--- src/rtl/time_set_ctrl_if.sv ---
// Pushbutton inputs, counter readback and edited-time outputs of the time-setting front end.
interface time_set_ctrl_if;
  logic       btn_mode;
  logic       btn_up;
  logic       btn_down;
  logic [7:0] hours;
  logic [7:0] minutes;
  logic [7:0] seconds;
  logic [7:0] newHours;
  logic [7:0] newMinutes;
  logic [7:0] newSeconds;
  logic       load;
  logic [1:0] set_mode;
  logic       blink;

  modport slave (
    input  btn_mode, btn_up, btn_down, hours, minutes, seconds,
    output newHours, newMinutes, newSeconds, load, set_mode, blink
  );
  modport master (
    output btn_mode, btn_up, btn_down, hours, minutes, seconds,
    input  newHours, newMinutes, newSeconds, load, set_mode, blink
  );
endinterface

--- src/rtl/time_set_ctrl.sv ---
// Time-setting front end: debounced mode/up/down buttons drive an edit FSM that
// snapshots the running time, edits H/M/S with wrap, and strobes load on exit.
module time_set_ctrl #(
  parameter int DEBOUNCE_CYCLES = 1_000_000,
  parameter int BLINK_CYCLES    = 25_000_000
) (
  input  logic           CLK100MHZ,
  input  logic           reset,
  time_set_ctrl_if.slave bus
);
  localparam int DW = $clog2(DEBOUNCE_CYCLES + 1);
  localparam int BW = $clog2(BLINK_CYCLES + 1);
  localparam logic [DW-1:0] DB_LAST = DW'(DEBOUNCE_CYCLES - 1);
  localparam logic [BW-1:0] BL_LAST = BW'(BLINK_CYCLES - 1);

  typedef enum logic [1:0] {
    RUN   = 2'd0,
    SET_H = 2'd1,
    SET_M = 2'd2,
    SET_S = 2'd3
  } state_t;

  // Button bit order throughout: [0] mode, [1] up, [2] down
  logic [2:0]         w_raw;
  logic [2:0]         r_sync1, r_sync2;
  logic [2:0]         r_acc, r_acc_d;
  logic [2:0][DW-1:0] r_dcnt;
  logic [2:0]         w_evt;

  assign w_raw = {bus.btn_down, bus.btn_up, bus.btn_mode};

  always_ff @(posedge CLK100MHZ) begin
    if (reset) begin
      r_sync1 <= '0;
      r_sync2 <= '0;
      r_acc   <= '0;
      r_acc_d <= '0;
      r_dcnt  <= '0;
    end else begin
      r_sync1 <= w_raw;
      r_sync2 <= r_sync1;
      r_acc_d <= r_acc;
      for (int i = 0; i < 3; i++) begin
        if (r_sync2[i] == r_acc[i]) begin
          r_dcnt[i] <= '0;
        end else if (r_dcnt[i] == DB_LAST) begin
          r_acc[i]  <= r_sync2[i];
          r_dcnt[i] <= '0;
        end else begin
          r_dcnt[i] <= r_dcnt[i] + DW'(1);
        end
      end
    end
  end

  // One pulse per accepted rising level; releases never generate events
  assign w_evt = r_acc & ~r_acc_d;

  logic w_up, w_dn;
  assign w_up = w_evt[1] & ~w_evt[2];
  assign w_dn = w_evt[2] & ~w_evt[1];

  function automatic logic [7:0] step(input logic [7:0] v, input logic [7:0] lim,
                                      input logic up, input logic dn);
    if (up) return (v == lim - 8'd1) ? 8'd0 : v + 8'd1;
    if (dn) return (v == 8'd0) ? lim - 8'd1 : v - 8'd1;
    return v;
  endfunction

  function automatic logic [7:0] clip(input logic [7:0] v, input logic [7:0] lim);
    return (v < lim) ? v : 8'd0;
  endfunction

  state_t     r_state, w_state_nxt;
  logic [7:0] r_h, r_m, r_s;
  logic [7:0] w_h_nxt, w_m_nxt, w_s_nxt;
  logic       r_load, w_load_nxt;
  logic [BW-1:0] r_bcnt;
  logic       r_blink;

  always_comb begin
    w_state_nxt = r_state;
    w_h_nxt     = r_h;
    w_m_nxt     = r_m;
    w_s_nxt     = r_s;
    w_load_nxt  = 1'b0;
    if (w_evt[0]) begin
      case (r_state)
        RUN: begin
          w_state_nxt = SET_H;
          w_h_nxt     = clip(bus.hours,   8'd24);
          w_m_nxt     = clip(bus.minutes, 8'd60);
          w_s_nxt     = clip(bus.seconds, 8'd60);
        end
        SET_H: w_state_nxt = SET_M;
        SET_M: w_state_nxt = SET_S;
        SET_S: begin
          w_state_nxt = RUN;
          w_load_nxt  = 1'b1;
        end
        default: w_state_nxt = RUN;
      endcase
    end else begin
      case (r_state)
        SET_H:   w_h_nxt = step(r_h, 8'd24, w_up, w_dn);
        SET_M:   w_m_nxt = step(r_m, 8'd60, w_up, w_dn);
        SET_S:   w_s_nxt = step(r_s, 8'd60, w_up, w_dn);
        default: ;
      endcase
    end
  end

  always_ff @(posedge CLK100MHZ) begin
    if (reset) begin
      r_state <= RUN;
      r_h     <= '0;
      r_m     <= '0;
      r_s     <= '0;
      r_load  <= 1'b0;
    end else begin
      r_state <= w_state_nxt;
      r_h     <= w_h_nxt;
      r_m     <= w_m_nxt;
      r_s     <= w_s_nxt;
      r_load  <= w_load_nxt;
    end
  end

  // Blink phase restarts high on every entry into editing
  always_ff @(posedge CLK100MHZ) begin
    if (reset || w_state_nxt == RUN) begin
      r_bcnt  <= '0;
      r_blink <= 1'b0;
    end else if (r_state == RUN) begin
      r_bcnt  <= '0;
      r_blink <= 1'b1;
    end else if (r_bcnt == BL_LAST) begin
      r_bcnt  <= '0;
      r_blink <= ~r_blink;
    end else begin
      r_bcnt  <= r_bcnt + BW'(1);
    end
  end

  assign bus.newHours   = r_h;
  assign bus.newMinutes = r_m;
  assign bus.newSeconds = r_s;
  assign bus.load       = r_load;
  assign bus.set_mode   = r_state;
  assign bus.blink      = r_blink;
endmodule

--- src/flat_wrapper.sv ---
// flat-port wrapper written by rule: the top's interface ports become plain ports
module time_set_ctrl_flat 
#(
  parameter int DEBOUNCE_CYCLES = 1_000_000,
  parameter int BLINK_CYCLES    = 25_000_000
)
  (CLK100MHZ, reset, bus_btn_mode, bus_btn_up, bus_btn_down, bus_hours, bus_minutes, bus_seconds, bus_newHours, bus_newMinutes, bus_newSeconds, bus_load, bus_set_mode, bus_blink);
  time_set_ctrl_if bus_i ();
  input  logic CLK100MHZ;
  input  logic reset;
  input wire logic [$bits(bus_i.btn_mode)-1:0] bus_btn_mode;
  input wire logic [$bits(bus_i.btn_up)-1:0] bus_btn_up;
  input wire logic [$bits(bus_i.btn_down)-1:0] bus_btn_down;
  input wire logic [$bits(bus_i.hours)-1:0] bus_hours;
  input wire logic [$bits(bus_i.minutes)-1:0] bus_minutes;
  input wire logic [$bits(bus_i.seconds)-1:0] bus_seconds;
  output wire logic [$bits(bus_i.newHours)-1:0] bus_newHours;
  output wire logic [$bits(bus_i.newMinutes)-1:0] bus_newMinutes;
  output wire logic [$bits(bus_i.newSeconds)-1:0] bus_newSeconds;
  output wire logic [$bits(bus_i.load)-1:0] bus_load;
  output wire logic [$bits(bus_i.set_mode)-1:0] bus_set_mode;
  output wire logic [$bits(bus_i.blink)-1:0] bus_blink;
  assign bus_i.btn_mode = bus_btn_mode;
  assign bus_i.btn_up = bus_btn_up;
  assign bus_i.btn_down = bus_btn_down;
  assign bus_i.hours = bus_hours;
  assign bus_i.minutes = bus_minutes;
  assign bus_i.seconds = bus_seconds;
  assign bus_newHours = bus_i.newHours;
  assign bus_newMinutes = bus_i.newMinutes;
  assign bus_newSeconds = bus_i.newSeconds;
  assign bus_load = bus_i.load;
  assign bus_set_mode = bus_i.set_mode;
  assign bus_blink = bus_i.blink;
  time_set_ctrl #(.DEBOUNCE_CYCLES(DEBOUNCE_CYCLES), .BLINK_CYCLES(BLINK_CYCLES)) u_core (.CLK100MHZ(CLK100MHZ), .reset(reset), .bus(bus_i));
endmodule
--- config.mk ---
export PLATFORM = sky130hd
export DESIGN_NAME = time_set_ctrl_flat
export DESIGN_NICKNAME = d
export VERILOG_FILES = /design/src/rtl/time_set_ctrl_if.sv /design/src/rtl/time_set_ctrl.sv /design/src/flat_wrapper.sv
export SDC_FILE = /design/constraint.sdc
export NUM_CORES = 1
export LEC_CHECK = 0
export ABC_AREA = 1
export CORE_MARGIN = 5
export CORE_UTILIZATION = 23
export DETAILED_ROUTE_END_ITERATION = 10
export SYNTH_ARGS = -nofsm -noshare
export SYNTH_HDL_FRONTEND = slang
export SYNTH_SLANG_ARGS = --single-unit
export TNS_END_PERCENT = 5
--- constraint.sdc ---
create_clock -name CLK100MHZ -period 2.78 [get_ports CLK100MHZ]
set_input_delay 0.556 -clock CLK100MHZ [delete_from_list [all_inputs] [get_ports CLK100MHZ]]
set_output_delay 0.556 -clock CLK100MHZ [all_outputs]
set_load 0.02 [all_outputs]
### The clock network

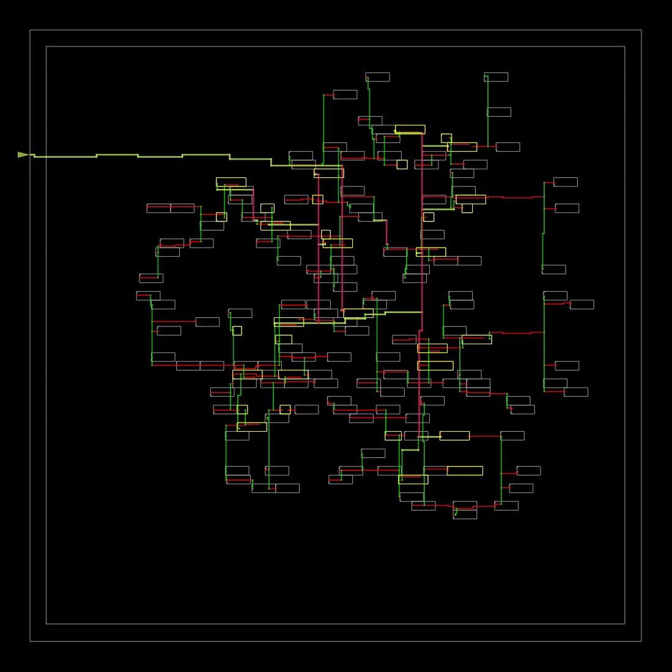
number of sinks on the clock net: 125
Flop Count: 125
final worst clock skew: 0.00740 ns
TritonCTS buffer count: 17

### Nets reached from selected ports

Drawn at 2 px/um.
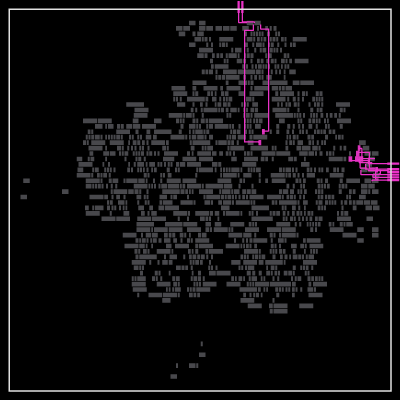
magenta -> `bus_seconds`  # bits 8, direction input, end cells 8, buffers 8, wire 291 um

### Metal 2

Drawn at 2 px/um. Cells faint in the background.
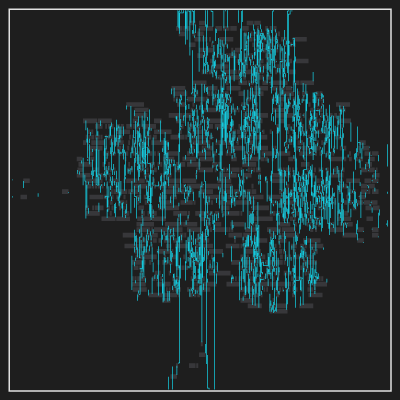
wire length on this layer = 7870 um
share of all routed wire = 43%
longest straight run = 82.5 um
nets with wire on the layer = 930
wire length reported by the detailed router: 18.3 mm
met2 track demand over resource in global routing: 16.3%
DR vias: 7088

==> out/writeup.txt <==
Kind of cell with the highest combined delay on the critical path: buffers and inverters. The highest signal layer in the routed design is met4. For reference, the post-synthesis area per instance comes to 6.60 um^2. The critical path is of the reg -> out type. After filler insertion, the fill cell instance count of the layout stands at 3528.

Global routing's busiest layer: met2. Counting flops and latches in the post-synthesis netlist gives 125. STA puts the critical path data arrival time at 1.66 ns. The final number of hold-violating endpoints came out at 0. In this run the critical register-to-register path is launched from u_core.r_acc[1]. In this run, the synthesized area fraction spent on and/or/nand/nor cells is recorded as 40.1%. In the final layout, the registers with the most flip-flops are u_core.r_dcnt: 60 flops, u_core.r_bcnt: 25 flops. The total number of warnings across the stage logs is 33.

The post-synth design cell area was 7460 um^2. The tools report the capturing point of the worst reg2reg path as u_core.bus.newSeconds[6]. The run finished with clean final reports. Per the synthesis report, the XOR/XNOR share of the synthesized area is 3.52%. The pre-CTS setup check shows a worst slack of 0.494 ns. The kind of end point of the critical path is a primary output.

The most common cell after layout, fill and taps aside was sky130_fd_sc_hd__nand2_1. In the final layout, excluding clock buffers the buffer count is 59. The worst path meets setup with 0.562 ns of slack. The tools report the combinational cell fraction of total power as 1.9%. In the placement report, post-DP HPWL is listed as 13.7 mm.

For this run, global-route usage on met1 was measured as 13.7%. Clock latency on the worst-skew pair, taken at its later pin, is 0.42 ns. The post-route netlist has 8.97% of its cells at a drive strength greater than 1. Total power for the finished layout comes to 4160 uW.

CTS reports a maximum clock tree buffer depth of 2. Setup repair after global routing left no endpoint under its margin. The fraction of the cycle the final worst path needs is 79.8%. With the fraction of synthesis flops using an asynchronous set or reset pin at 0%, the multi-input combinational gate total is 832. Leaving out the clock tree, the finished layout contains an inverter count of 145. During placement, the flow inserted port buffers numbering 56. Once detail routing completed, the nets flagged for antenna violations numbered 0. The layout report lists the combined flip-flop and latch area as 2500 um^2.

The buffer type at the clock tree root was sky130_fd_sc_hd__clkbuf_16. After the flow finishes, the layout carries non-filler instances totaling 1635. For reference, full adder, half adder and majority cells occupy 2.68% of the area reported after synthesis. For the clock group, total power comes out at 2280 uW. The logs give 1130 for the instance count of the mapped netlist and 2.37% for the met3 usage.

The DRC violation total after the first TritonRoute iteration came out at 478. Looking at hold timing, the worst path starts from u_core.r_sync1[0]. Walking the worst path, the cells encountered are clkdlybuf4s50_1. For the maximum resistive drop on vdd, the log shows 0.475 mV. In this run, post-CTS repair resized a total of 0 instances.

The detail-routed net length per standard cell was 11.2 um. In the final design database the tool counted 1225 nets. STA classifies the critical path startpoint as a flop. After detailed routing, the met3 layer carries 922 um of wire. The weighted congestion at the end of routability-driven global placement came out at 0.832.

Per the post-synthesis report, the nets total 1175. In this run the vertical extent of the chip is 190 um. For hold timing, the worst endpoint is u_core.r_sync2[0]. In this run the post-CTS setup repair buffer count came out at 0.

The run gives 36100 um^2 for the total die size. Between the synthesized netlist and the finished layout, the area growth was recorded as 20.9%. The number of flip-flops in the largest register came out at 60. The run reported a max-capacitance violation count of 0. The dominant kind of combinational cell is simple AND/OR/NAND/NOR gates. Looking at the max-slew report, the worst-margin pin has a slew of 0.663 ns. After global routing the overflow that remains totals 0. Relative area of non-clock buffer cells in the final design: 6.47%.

The post-CTS hold buffer count recorded in the log is 0. The run gives 6.76% for the portion of the layout cell area used by clock cells. The register with the highest flop count was u_core.r_dcnt.

Wire segments on met2 add up to 7.87 mm in the final route. TritonCTS built the clock tree. The logs give 3230 uW for the internal power and 79.2 uW for the power of the combinational group. The timing report gives the worst reg2reg path a setup slack of 0.63 ns. The tools report the source of the critical timing path as u_core.bus.newMinutes[2]. The final antenna diode tally reported by the flow is 0. The run gives 4.34 for the via count normalized by instance count. The number of cells on the critical path was 1; the global-route wire length before repair was 31.4 mm. Among all flip-flop cells after synthesis, the most frequent one is sky130_fd_sc_hd__dfxtp_1. The share of cell area taken by muxes after synthesis is 0%. With the met1 wire length at 9.03 mm, the fraction of area in multi-input gates is 46.9%. After synthesis, the design contains 1130 cells according to Yosys. Before antenna repair, the detailed router went through 5 iterations. For this design, the slowest cell found on the critical path is sky130_fd_sc_hd__clkdlybuf4s50_1.
### Placed cells, one colour a class

Drawn at 2 px/um. Fill, decap, tap and diode cells in grey.
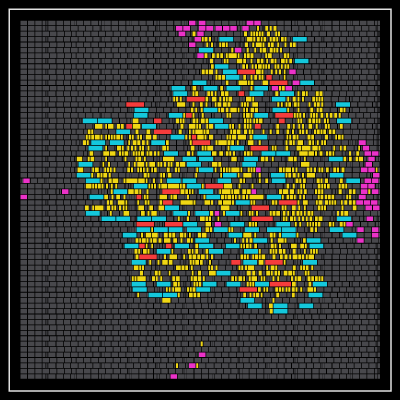
cyan -> flops  # cells 125, share of their area 30%
red -> clock drivers and dummy loads  # cells 32, share of their area 7.2%
magenta -> other buffers and delay cells  # cells 59, share of their area 6.9%
yellow -> all other logic  # cells 977, share of their area 56%

### Clock network drawn from the DEF

Drawn at 2 px/um.
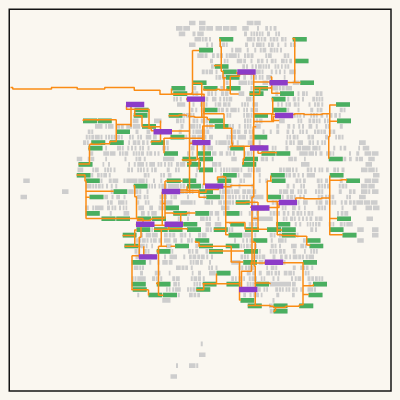
purple -> cells driving clock nets  # count 17
orange -> clock wires  # length 1880 um
green -> flip-flops  # count 125
routed clock nets = 18

-- synth_stat cells, types with 3 or more instances --
master | number | area, um^2
sky130_fd_sc_hd__or2_0 | 4 | 25.0
sky130_fd_sc_hd__nor3_2 | 6 | 60.1
sky130_fd_sc_hd__xnor2_1 | 7 | 61.3
sky130_fd_sc_hd__inv_1 | 140 | 526
sky130_fd_sc_hd__a21oi_2 | 12 | 105
sky130_fd_sc_hd__a31oi_1 | 7 | 43.8
sky130_fd_sc_hd__nor2_4 | 5 | 56.3
sky130_fd_sc_hd__a21oi_1 | 72 | 360
sky130_fd_sc_hd__dfxtp_1 | 125 | 2500
sky130_fd_sc_hd__clkbuf_1 | 5 | 18.8
sky130_fd_sc_hd__o21ai_1 | 3 | 15.0
sky130_fd_sc_hd__nor2_1 | 151 | 567
sky130_fd_sc_hd__xor2_1 | 23 | 201
sky130_fd_sc_hd__nand3_2 | 3 | 30.0
sky130_fd_sc_hd__nand2_2 | 7 | 43.8
sky130_fd_sc_hd__nor2_2 | 15 | 93.8
sky130_fd_sc_hd__buf_4 | 3 | 22.5
sky130_fd_sc_hd__nor4_1 | 3 | 18.8
sky130_fd_sc_hd__o21ai_0 | 30 | 150
sky130_fd_sc_hd__ha_1 | 16 | 200
sky130_fd_sc_hd__nand3_1 | 99 | 495
sky130_fd_sc_hd__nor3_1 | 41 | 205
sky130_fd_sc_hd__nand3b_1 | 3 | 22.5
sky130_fd_sc_hd__nand2_1 | 261 | 980
sky130_fd_sc_hd__nand4_1 | 32 | 200
sky130_fd_sc_hd__buf_6 | 3 | 33.8
sky130_fd_sc_hd__inv_2 | 4 | 15.0
sky130_fd_sc_hd__buf_2 | 13 | 65.1
sky130_fd_sc_hd__or2_2 | 10 | 62.6
sky130_fd_sc_hd__o211ai_1 | 4 | 30.0
Power and IR drop assume default switching activity.
